**config.mk**
```make
export PLATFORM = sky130hd
export DESIGN_NAME = icache_plru_ways
export DESIGN_NICKNAME = d
export VERILOG_FILES = /design/src/rtl/icache_plru_ways.sv
export SDC_FILE = /design/constraint.sdc
export NUM_CORES = 1
export LEC_CHECK = 0
export CAP_MARGIN = 15
export CORE_AREA = 4 4 292 294
export DETAILED_ROUTE_END_ITERATION = 12
export DIE_AREA = 0 0 296 298
export GPL_TIMING_DRIVEN = 0
export PLACE_DENSITY = 0.51
export SLEW_MARGIN = 20
export SYNTH_ARGS = -nofsm -noshare
export SYNTH_HDL_FRONTEND = slang
export SYNTH_SLANG_ARGS = --single-unit
```
**constraint.sdc**
```tcl
create_clock -name clk -period 5.85 [get_ports clk]
set_clock_uncertainty 0.1 [all_clocks]
set_input_delay 1.4625 -clock clk [delete_from_list [all_inputs] [get_ports clk]]
set_output_delay 1.4625 -clock clk [all_outputs]
set_load 0.01 [all_outputs]
```
**src/rtl/icache_plru_ways.sv**
```systemverilog
// icache_plru_ways: tag match, per-set valid tracking and tree-PLRU victim selection
module icache_plru_ways #(
  parameter int WAYS = 4,
  parameter int TAG_W = 20,
  parameter int LINE_W = 128,
  parameter int SET_W = 4,
  localparam int WW = $clog2(WAYS)
) (
  input  logic                    clk,
  input  logic                    rst,
  input  logic                    op_valid,
  output logic                    op_ready,
  input  logic [1:0]              op_code,
  input  logic [SET_W-1:0]        op_set,
  input  logic [TAG_W-1:0]        op_tag,
  input  logic [WAYS*TAG_W-1:0]   way_tags,
  input  logic [WAYS*LINE_W-1:0]  way_lines,
  output logic                    res_valid,
  output logic                    res_hit,
  output logic [WW-1:0]           res_way,
  output logic [LINE_W-1:0]       res_line
);
  localparam int NS = 1 << SET_W;
  typedef enum logic {IDLE, SWEEP} state_t;
  state_t state, state_d;
  logic [SET_W-1:0] sweep_cnt;
  logic [WAYS-1:0] valid [NS];
  logic [WAYS-2:0] plru [NS];
  logic [WAYS-1:0] cur_valid;
  logic [WAYS-2:0] cur_plru;
  logic hit, accept;
  logic [WW-1:0] hit_way, victim;

  function automatic logic [WAYS-2:0] touch(input logic [WAYS-2:0] p, input logic [WW-1:0] w);
    int n = 0;
    touch = p;
    for (int l = WW - 1; l >= 0; l--) begin
      touch[n] = ~w[l];
      n = 2 * n + 1 + int'(w[l]);
    end
  endfunction

  function automatic logic [WW-1:0] leaf(input logic [WAYS-2:0] p);
    int n = 0;
    leaf = '0;
    for (int l = WW - 1; l >= 0; l--) begin
      leaf[l] = p[n];
      n = 2 * n + 1 + int'(p[n]);
    end
  endfunction

  assign cur_valid = valid[op_set];
  assign cur_plru = plru[op_set];
  assign op_ready = state == IDLE;
  assign accept = op_valid && op_ready;

  always_comb begin
    hit = 1'b0;
    hit_way = '0;
    victim = leaf(cur_plru);
    for (int w = WAYS - 1; w >= 0; w--) begin
      if (cur_valid[w] && way_tags[w*TAG_W +: TAG_W] == op_tag) begin
        hit = 1'b1;
        hit_way = WW'(w);
      end
      if (!cur_valid[w]) victim = WW'(w);
    end
  end

  always_comb state_d = state == IDLE ? (accept && op_code == 2'd3 ? SWEEP : IDLE)
                                      : (&sweep_cnt ? IDLE : SWEEP);

  always_ff @(posedge clk) state <= rst ? IDLE : state_d;

  always_ff @(posedge clk) begin
    if (rst) begin
      sweep_cnt <= '0;
      res_valid <= 1'b0;
      res_hit <= 1'b0;
      res_way <= '0;
      res_line <= '0;
      for (int s = 0; s < NS; s++) begin
        valid[s] <= '0;
        plru[s] <= '0;
      end
    end else begin
      res_valid <= 1'b0;
      res_hit <= 1'b0;
      res_way <= '0;
      res_line <= '0;
      if (state == SWEEP) begin
        valid[sweep_cnt] <= '0;
        plru[sweep_cnt] <= '0;
        sweep_cnt <= sweep_cnt + 1'b1;
        res_valid <= &sweep_cnt;
      end else if (accept && op_code != 2'd3) begin
        res_valid <= 1'b1;
        if (op_code == 2'd1) begin
          valid[op_set][victim] <= 1'b1;
          plru[op_set] <= touch(cur_plru, victim);
          res_way <= victim;
        end else if (hit) begin
          res_hit <= 1'b1;
          res_way <= hit_way;
          res_line <= way_lines[hit_way*LINE_W +: LINE_W];
          plru[op_set] <= touch(cur_plru, hit_way);
          if (op_code == 2'd2) valid[op_set][hit_way] <= 1'b0;
        end
      end
    end
  end
endmodule

```
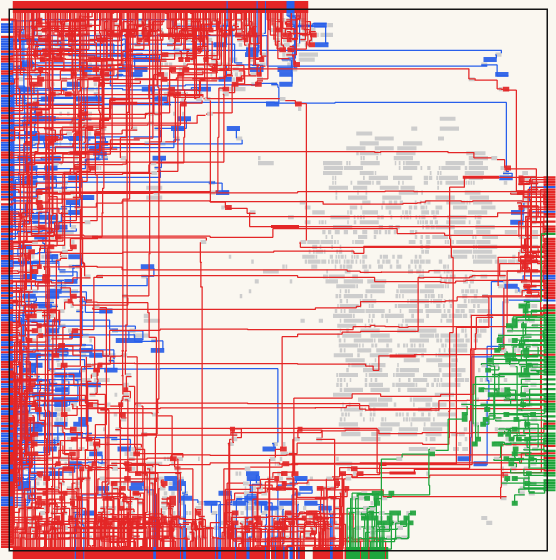
port_trees.png
red -> `way_lines`  # direction input, edge 173 bottom, 169 top, 118 left, 52 right, end cells 256, buffers 512, wire 33.3 mm
blue -> `res_line`  # direction output, edge 94 left, 21 bottom, 8 top, 5 right, end cells 128, buffers 128, wire 8300 µm
green -> `way_tags`  # direction input, edge 58 right, 22 bottom, end cells 80, buffers 80, wire 2690 µm
IO Port Bufs: 751
I/O pins: 754

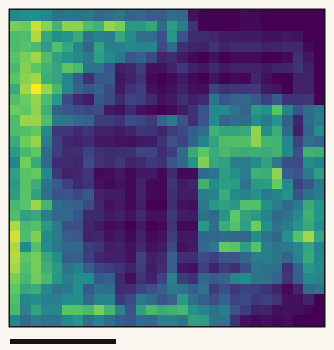
route_heat.png
The bar under the picture is 100 µm long. 30 x 30 tiles, from dark purple (low) to yellow (high), scaled to the fullest tile. Values are wire area over tile area, all layers added.
tiles over half the peak = 24%
mean over tiles = 0.18
densest ninth of the die = top left
emptiest ninth of the die = top right
fullest tile = 0.57
nearly empty tiles = 5.3%
WL final: 97000 µm
GRT Util Overall: 21.0%

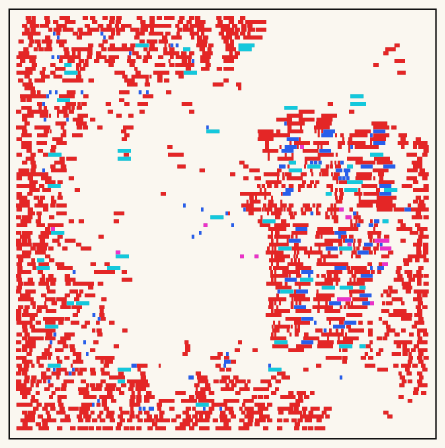
sizing.png
blue -> x2  # cells 120, share 5.8%
red -> x1 and smaller  # cells 1900, share 91%
cyan -> x6 and larger  # cells 51, share 2.4%
magenta -> x3 and x4  # cells 14, share 0.67%
Repair and plain buffers: 866
final instance area: 23500 µm²
Final WS setup: 0.0726 ns
Area Overhead vs Synth: 75.9%

==> summary.txt <==
flow finished, numbers: status finished, final reports clean, slew margin rel. roughly two fifths, FF-to-FF Start valid[12][3]$_SDFFCE_PN0P_, diodes inserted 30, setup TNS 0 ns, unrepaired setup endpoints after global routing no, Syn Inst Count 1274, startpoint types primary input, crit path from op_set[2], switching part of the total between 20% and 30%, Inverters 4, clkbuf count around 46, number of enable flip-flop cells roughly 110, Levels on crit path 13, combinational fraction of the cell area between 20% and 30%, via count about 15000, pwr/cell area a little over 200 nW/µm², Yosys reg bits roughly 250, Max VDD drop between 0.00015 and 0.0002 V, Final non-clock buffer share between 30% and 40%, critical path's slowest cell clkdlybuf4s50_1, dominant logic cell types in the final layout clkdlybuf4s50_1 (751), a22oi_1 (140), dfxtp_1 (137), crit path DRT 6.13 ns, Final Cycle Share a little over nine tenths, top-count cell post-synth a22oi_1, Initial Utilization between 10% and 20%, global-route wire length before repair between 100000 and 150000 µm, fin nets between 2000 and 3000, vias in the first global route 15400, Slew Limit Fails 0, tapcell count between 1000 and 1500, max incr delay on CP approximately 0.70 ns, WL/cell 30.4 µm, largest net degree at the start of global routing 13, Lkg Pwr approximately 8.5 nW, xor-xnor portion of the synthesized cell area about 5.4%
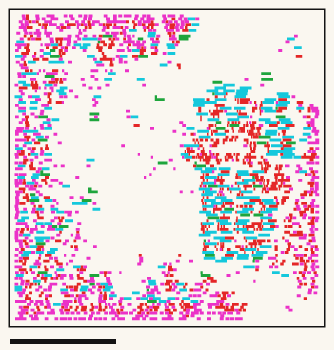
class_map.png
The bar under the picture is 100 µm long.
green -> clock drivers and dummy loads  # cells 60, share of their area 5.3%
magenta -> remaining buffers and delay cells  # cells 866, share of their area 37%
cyan -> registers  # cells 249, share of their area 28%
red -> remaining logic cells  # cells 910, share of their area 30%

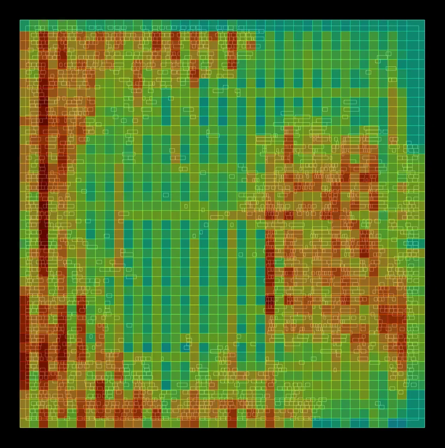
congestion_map.png
routing usage on met2: 36.1%
GRT busiest layer: met2
final core occ: 28.3%

==> worst min-delay path: cells and delay by family (launching register included) <==
kind,cells,cell delay [ns]
mux,1,0.16
simple gates,1,0.05
flops,1,0.37
==> layer usage <==
metal  vias to the layer above  part of all wire (%)  track usage [%]
met3                       132                    10             8.04
met5                         -                  0.12                0
met4                        16                   3.1             6.92
met2                       787                    49             36.1
met1                      7127                    38             23.9
li1                       6519                     -                -
==> timing repair <==
item	in CTS	in global routing
setup endpoints to repair	2	12
pin swaps	0	0
gates resized	5	5
buffers inserted	0	0
==> flip-flops by register name, indices dropped and copies added (netlist names) <==
| signal | count |
|---|---|
| state | 1 |
| res_way | 2 |
| res_line | 128 |
| valid | 64 |
| res_valid | 1 |
| res_hit | 1 |
| plru | 48 |
| sweep_cnt | 4 |
No activity file was given, so power comes from the tool's default toggle rates.
